**src/rtl/fp_normalize_pipe_if.sv**
```systemverilog
// Handshake bundle between the normalizer and its neighbours: an upstream
// beat (in_*) and a downstream beat (out_*), each with valid/ready.
interface fp_normalize_pipe_if #(
    parameter int IN_WIDTH  = 48,
    parameter int OUT_WIDTH = 28,
    parameter int EXP_WIDTH = 10
) ();
    logic                 in_valid;
    logic                 in_ready;
    logic [IN_WIDTH-1:0]  in_mant;
    logic [EXP_WIDTH-1:0] in_exp;
    logic                 in_sign;
    logic [2:0]           in_mode;

    logic                 out_valid;
    logic                 out_ready;
    logic [OUT_WIDTH-1:0] out_mant;
    logic [EXP_WIDTH-1:0] out_exp;
    logic                 out_sign;
    logic [2:0]           out_mode;
    logic                 out_zero;
    logic                 out_tiny;

    modport master (
        output in_valid, in_mant, in_exp, in_sign, in_mode, out_ready,
        input  in_ready, out_valid, out_mant, out_exp, out_sign, out_mode,
               out_zero, out_tiny
    );

    modport slave (
        input  in_valid, in_mant, in_exp, in_sign, in_mode, out_ready,
        output in_ready, out_valid, out_mant, out_exp, out_sign, out_mode,
               out_zero, out_tiny
    );
endinterface

```
**src/rtl/fp_normalize_pipe.sv**
```systemverilog
// Two-stage normalizer ahead of the rounder: S1 registers the beat and its
// leading-zero count, S2 shifts with an exponent floor of 1 and folds sticky.
module fp_normalize_pipe #(
    parameter int IN_WIDTH  = 48,
    parameter int OUT_WIDTH = 28,
    parameter int EXP_WIDTH = 10
) (
    input  logic                   clk,
    input  logic                   rst,
    fp_normalize_pipe_if.slave     bus
);
    localparam int LZW = $clog2(IN_WIDTH + 1);
    localparam int SW  = EXP_WIDTH + 1;

    // Stage 1 registers
    logic                 s1_valid_reg;
    logic [IN_WIDTH-1:0]  s1_mant_reg;
    logic [EXP_WIDTH-1:0] s1_exp_reg;
    logic                 s1_sign_reg;
    logic [2:0]           s1_mode_reg;
    logic [LZW-1:0]       s1_lzc_reg;

    // Stage 2 (output) registers
    logic                 out_valid_reg;
    logic [OUT_WIDTH-1:0] out_mant_reg;
    logic [EXP_WIDTH-1:0] out_exp_reg;
    logic                 out_sign_reg;
    logic [2:0]           out_mode_reg;
    logic                 out_zero_reg;
    logic                 out_tiny_reg;

    logic s2_adv;
    logic s1_adv;

    assign s2_adv      = !out_valid_reg || bus.out_ready;
    assign s1_adv      = !s1_valid_reg || s2_adv;
    assign bus.in_ready = s1_adv;

    // Leading-zero count; the highest set bit is visited last and wins.
    logic [LZW-1:0] lzc_next;
    always_comb begin
        lzc_next = LZW'(IN_WIDTH);
        for (int i = 0; i < IN_WIDTH; i++) begin
            if (bus.in_mant[i]) begin
                lzc_next = LZW'(IN_WIDTH - 1 - i);
            end
        end
    end

    always_ff @(posedge clk) begin
        if (rst) begin
            s1_valid_reg <= 1'b0;
            s1_mant_reg  <= '0;
            s1_exp_reg   <= '0;
            s1_sign_reg  <= 1'b0;
            s1_mode_reg  <= 3'b000;
            s1_lzc_reg   <= '0;
        end else if (s1_adv) begin
            s1_valid_reg <= bus.in_valid;
            if (bus.in_valid) begin
                s1_mant_reg <= bus.in_mant;
                s1_exp_reg  <= bus.in_exp;
                s1_sign_reg <= bus.in_sign;
                s1_mode_reg <= bus.in_mode;
                s1_lzc_reg  <= lzc_next;
            end
        end
    end

    // Shift amount in a widened signed domain so exp-1 never wraps.
    logic signed [SW-1:0]  exp_ext;
    logic signed [SW-1:0]  exp_m1;
    logic signed [SW-1:0]  lzc_ext;
    logic signed [SW-1:0]  sh_raw;
    logic [EXP_WIDTH-1:0]  sh_clamp;
    logic [IN_WIDTH-1:0]   shifted;
    logic                  sticky;
    logic                  s1_zero;
    logic [OUT_WIDTH-1:0]  mant_next;
    logic [EXP_WIDTH-1:0]  exp_next;
    logic                  tiny_next;

    always_comb begin
        exp_ext  = {s1_exp_reg[EXP_WIDTH-1], s1_exp_reg};
        exp_m1   = exp_ext - SW'(1);
        lzc_ext  = {{(SW - LZW){1'b0}}, s1_lzc_reg};
        sh_raw   = (lzc_ext < exp_m1) ? lzc_ext : exp_m1;
        sh_clamp = sh_raw[SW-1] ? '0 : sh_raw[EXP_WIDTH-1:0];
        shifted  = s1_mant_reg << sh_clamp[LZW-1:0];
    end

    generate
        if (OUT_WIDTH < IN_WIDTH) begin : g_sticky
            assign sticky = |shifted[IN_WIDTH-OUT_WIDTH-1:0];
        end else begin : g_no_sticky
            assign sticky = 1'b0;
        end
    endgenerate

    always_comb begin
        s1_zero   = ~|s1_mant_reg;
        mant_next = shifted[IN_WIDTH-1 -: OUT_WIDTH];
        mant_next[0] = mant_next[0] | sticky;
        exp_next  = s1_exp_reg - sh_clamp;
        tiny_next = !s1_zero && (sh_clamp < EXP_WIDTH'(s1_lzc_reg));
        if (s1_zero) begin
            mant_next = '0;
            exp_next  = '0;
            tiny_next = 1'b0;
        end
    end

    always_ff @(posedge clk) begin
        if (rst) begin
            out_valid_reg <= 1'b0;
            out_mant_reg  <= '0;
            out_exp_reg   <= '0;
            out_sign_reg  <= 1'b0;
            out_mode_reg  <= 3'b000;
            out_zero_reg  <= 1'b0;
            out_tiny_reg  <= 1'b0;
        end else if (s2_adv) begin
            out_valid_reg <= s1_valid_reg;
            if (s1_valid_reg) begin
                out_mant_reg <= mant_next;
                out_exp_reg  <= exp_next;
                out_sign_reg <= s1_sign_reg;
                out_mode_reg <= s1_mode_reg;
                out_zero_reg <= s1_zero;
                out_tiny_reg <= tiny_next;
            end
        end
    end

    assign bus.out_valid = out_valid_reg;
    assign bus.out_mant  = out_mant_reg;
    assign bus.out_exp   = out_exp_reg;
    assign bus.out_sign  = out_sign_reg;
    assign bus.out_mode  = out_mode_reg;
    assign bus.out_zero  = out_zero_reg;
    assign bus.out_tiny  = out_tiny_reg;
endmodule

```
**src/flat_wrapper.sv**
```systemverilog
// flat-port wrapper written by rule: the top's interface ports become plain ports
module fp_normalize_pipe_flat 
#(
    parameter int IN_WIDTH  = 48,
    parameter int OUT_WIDTH = 28,
    parameter int EXP_WIDTH = 10
)
  (clk, rst, bus_in_valid, bus_in_mant, bus_in_exp, bus_in_sign, bus_in_mode, bus_out_ready, bus_in_ready, bus_out_valid, bus_out_mant, bus_out_exp, bus_out_sign, bus_out_mode, bus_out_zero, bus_out_tiny);
  fp_normalize_pipe_if #(.IN_WIDTH(IN_WIDTH), .OUT_WIDTH(OUT_WIDTH), .EXP_WIDTH(EXP_WIDTH)) bus_i ();
  input  logic clk;
  input  logic rst;
  input wire logic [$bits(bus_i.in_valid)-1:0] bus_in_valid;
  input wire logic [$bits(bus_i.in_mant)-1:0] bus_in_mant;
  input wire logic [$bits(bus_i.in_exp)-1:0] bus_in_exp;
  input wire logic [$bits(bus_i.in_sign)-1:0] bus_in_sign;
  input wire logic [$bits(bus_i.in_mode)-1:0] bus_in_mode;
  input wire logic [$bits(bus_i.out_ready)-1:0] bus_out_ready;
  output wire logic [$bits(bus_i.in_ready)-1:0] bus_in_ready;
  output wire logic [$bits(bus_i.out_valid)-1:0] bus_out_valid;
  output wire logic [$bits(bus_i.out_mant)-1:0] bus_out_mant;
  output wire logic [$bits(bus_i.out_exp)-1:0] bus_out_exp;
  output wire logic [$bits(bus_i.out_sign)-1:0] bus_out_sign;
  output wire logic [$bits(bus_i.out_mode)-1:0] bus_out_mode;
  output wire logic [$bits(bus_i.out_zero)-1:0] bus_out_zero;
  output wire logic [$bits(bus_i.out_tiny)-1:0] bus_out_tiny;
  assign bus_i.in_valid = bus_in_valid;
  assign bus_i.in_mant = bus_in_mant;
  assign bus_i.in_exp = bus_in_exp;
  assign bus_i.in_sign = bus_in_sign;
  assign bus_i.in_mode = bus_in_mode;
  assign bus_i.out_ready = bus_out_ready;
  assign bus_in_ready = bus_i.in_ready;
  assign bus_out_valid = bus_i.out_valid;
  assign bus_out_mant = bus_i.out_mant;
  assign bus_out_exp = bus_i.out_exp;
  assign bus_out_sign = bus_i.out_sign;
  assign bus_out_mode = bus_i.out_mode;
  assign bus_out_zero = bus_i.out_zero;
  assign bus_out_tiny = bus_i.out_tiny;
  fp_normalize_pipe #(.IN_WIDTH(IN_WIDTH), .OUT_WIDTH(OUT_WIDTH), .EXP_WIDTH(EXP_WIDTH)) u_core (.clk(clk), .rst(rst), .bus(bus_i));
endmodule
```
**config.mk**
```make
export PLATFORM = sky130hd
export DESIGN_NAME = fp_normalize_pipe_flat
export DESIGN_NICKNAME = d
export VERILOG_FILES = /design/src/rtl/fp_normalize_pipe_if.sv /design/src/rtl/fp_normalize_pipe.sv /design/src/flat_wrapper.sv
export SDC_FILE = /design/constraint.sdc
export NUM_CORES = 1
export LEC_CHECK = 0
export CAP_MARGIN = 20
export CORE_MARGIN = 4
export CORE_UTILIZATION = 56
export CTS_CLUSTER_DIAMETER = 60
export DETAILED_ROUTE_END_ITERATION = 16
export PLACE_DENSITY = 0.82
export REMOVE_ABC_BUFFERS = 1
export SYNTH_ARGS = -nofsm -noshare
export SYNTH_HDL_FRONTEND = slang
export SYNTH_SLANG_ARGS = --single-unit
```
**constraint.sdc**
```tcl
create_clock -name clk -period 7.1 [get_ports clk]
set_clock_uncertainty 0.2 [all_clocks]
set_input_delay 0.71 -clock clk [delete_from_list [all_inputs] [get_ports clk]]
set_output_delay 0.71 -clock clk [all_outputs]
set_load 0.1 [all_outputs]
```
==> images/congestion.png <==
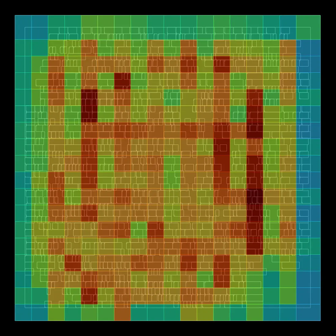
Most Crowded Layer GR: met2
DR WL/cell: 17.8 um
utilization after layout: 0.697

==> images/detail.png <==
Window x 49 to 79, y 23 to 53 um. Cells in grey, sequential cells in the stronger grey; small squares are vias.
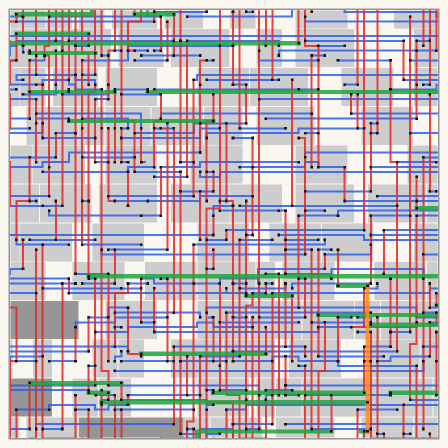
Key: blue = metal 1; orange = metal 4; red = metal 2; green = metal 3
Sequential cells in the window: 2. Most frequent: mux2i_1 (34), mux2_2 (12), a21oi_1 (5). 71 logic cells have their middle in the window. Netlist names of flops here include u_core.s1_mant_reg (2).

==> images/metal_density.png <==
Drawn at 3 px/um. The die is cut into 25 by 25 equal tiles; white is low, dark blue is high, scaled to the fullest tile. Values are wire area over tile area, all layers added.
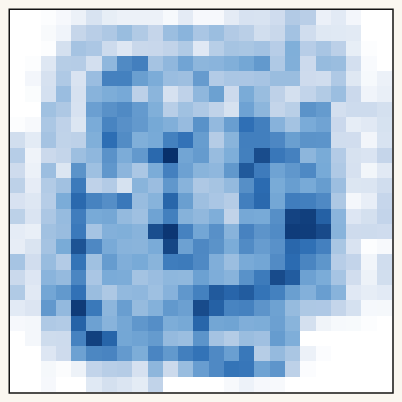
The mean over all tiles is 0.24. The densest ninth of the die: centre. The fullest tile reaches 0.64.

==> images/logic_types.png <==
Drawn at 4 px/um.
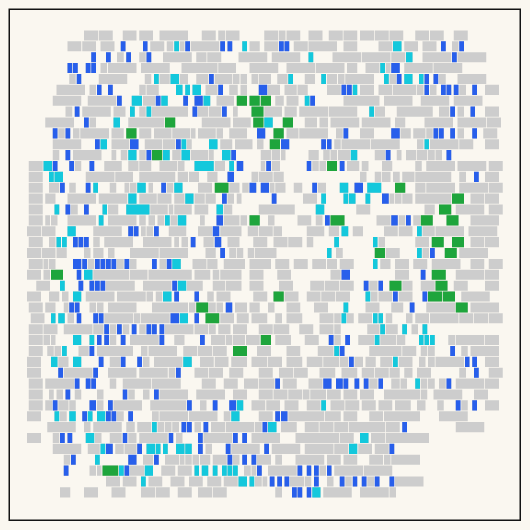
Key: green = non-inverting ao/oa cells [cells 37]; blue = nand cells [cells 231, where spread over the die]; cyan = nor cells [cells 130, where spread over the die]

layer usage:
layer | share of wire | vias up | wire length (um)
met4 | 0.024 | 0 | 568
met3 | 0.071 | 48 | 1670
met5 | 0 | - | 0
li1 | - | 3932 | -
met2 | 0.44 | 346 | 10400
met1 | 0.46 | 3726 | 10700
worst paths after layout:
check	slack [ps]	to
max reg2reg	1220	u_core.bus.out_mant[0]$_SDFFE_PP0P_
min reg2reg	250	u_core.bus.out_mant[16]$_SDFFE_PP0P_
max	1220	u_core.bus.out_mant[0]$_SDFFE_PP0P_
min	250	u_core.bus.out_mant[16]$_SDFFE_PP0P_
synth_stat cells, drive strengths merged, types with 2 or more instances:
cell | count | area [um^2]
a211oi | 8 | 60.1
a21o | 12 | 90.1
a21oi | 129 | 646
a221oi | 7 | 61.3
a22o | 11 | 96.3
a22oi | 14 | 105
a31oi | 7 | 43.8
a32o | 4 | 40.0
a32oi | 2 | 17.5
and2 | 4 | 25.0
and3 | 5 | 31.3
buf | 23 | 141
clkbuf | 46 | 173
dfxtp | 114 | 2280
ha | 21 | 263
inv | 26 | 97.6
mux2 | 27 | 319
mux2i | 107 | 1070
nand2 | 204 | 766
nand2b | 7 | 43.8
nand3 | 14 | 70.1
nand4 | 6 | 37.5
nor2 | 70 | 263
nor2b | 15 | 101
nor3 | 19 | 111
nor4 | 25 | 156
o211ai | 2 | 20.0
o21a | 4 | 30.0
o21ai | 45 | 225
o21bai | 5 | 37.5
o22ai | 5 | 31.3
o2bb2ai | 4 | 41.3
o31ai | 11 | 82.6
o32ai | 4 | 35.0
or3 | 2 | 12.5
or4 | 2 | 15.0
or4b | 5 | 50.1
xnor2 | 6 | 52.6
xor2 | 8 | 70.1
worst min-delay path: stages (launching register included):
cell and delay [ps]:
dfxtp_1 300, nand2_1 50, a21oi_1 50
final cells by class:
| class | count | area, um^2 |
|---|---|---|
| clock buffers | 18 | 429 |
| clock inverters | 14 | 163 |
| fillers | 1173 | 4220 |
| inverters | 27 | 101 |
| multi-input cells | 837 | 5300 |
| flip-flops and latches | 114 | 2280 |
| well taps | 180 | 225 |
| repair buffers | 125 | 1210 |
through the flow:
stage / total power [uW] / std cells / setup slack [ps]
after floorplan: 1420 / 978 / 267
after global placement: 1670 / 1282 / 1610
after detailed placement: 1680 / 1282 / 1420
after CTS: 2540 / 1314 / 1310
after global routing: 2660 / 1315 / 731
final: 2540 / 1315 / 1220
cells by family (layout without fill, tap and decap cells):
family / count (synthesis) / in the layout / share of synthesized area
and+or+nand+nor: 380 / 380 / 0.213
AOI/OAI and AO/OA: 286 / 286 / 0.222
muxes: 135 / 135 / 0.177
DFF: 114 / 114 / 0.286
buffers and inverters: 96 / 184 / 0.0520
adders and majority gates: 22 / 22 / 0.0354
xor gates and xnor gates: 14 / 14 / 0.0154
power by group through the flow:
stage	Combinational [uW]	Clock (uW)	Sequential [uW]
after floorplan	541	0	879
after global routing	1030	895	730
after detailed placement	940	0	736
final	962	856	724
after CTS	948	864	723
after global placement	934	0	734
==> qor.csv <==
metric,value,unit
Hold Buf Count CTS,0,
status,finished clean,
clock share of power,0.337,
tool warnings,25,
post-synthesis sequential area ratio,0.286,
# diodes,0,
most common logic cell in the routed design,nand2_1,
worst r2r path cells,21,
combinational share of power,0.378,
Unique cell types,69,
number of global-route vias before repair,7318,
TritonCTS clock tree,built,
most frequent cells in the layout,"nand2_1, a21oi_1, dfxtp_1",
max capacitance violation total,0,
worst path cell trace,inv_1 -> ha_1 -> xnor2_1 -> ha_1 -> o21a_1 -> o21ai_0 -> nand2b_1 -> a21oi_1 -> nor2b_1 -> o21ai_0 -> ha_1 -> nor2b_1 -> or3_2 -> buf_4 -> mux2_1 -> mux2i_1 -> mux2i_1 -> mux2i_1 -> nand4_1 -> nor4_1 -> o21ai_1,
GRT Total Usage,0.285,
cell total in the yosys stat output,1047,
fmax,170,MHz
hold wc startpoint,u_core.bus.out_mant[16]$_SDFFE_PP0P_,
DRC,0,
TNS Setup,0,ps
Worst Path Max Fanout,47,
final max-slew violation count,0,
global routing usage on met3,0.0472,
Fin Hold WS,248,ps
post-layout period usage,0.828,
No activity file was given, so power comes from the tool's default toggle rates.
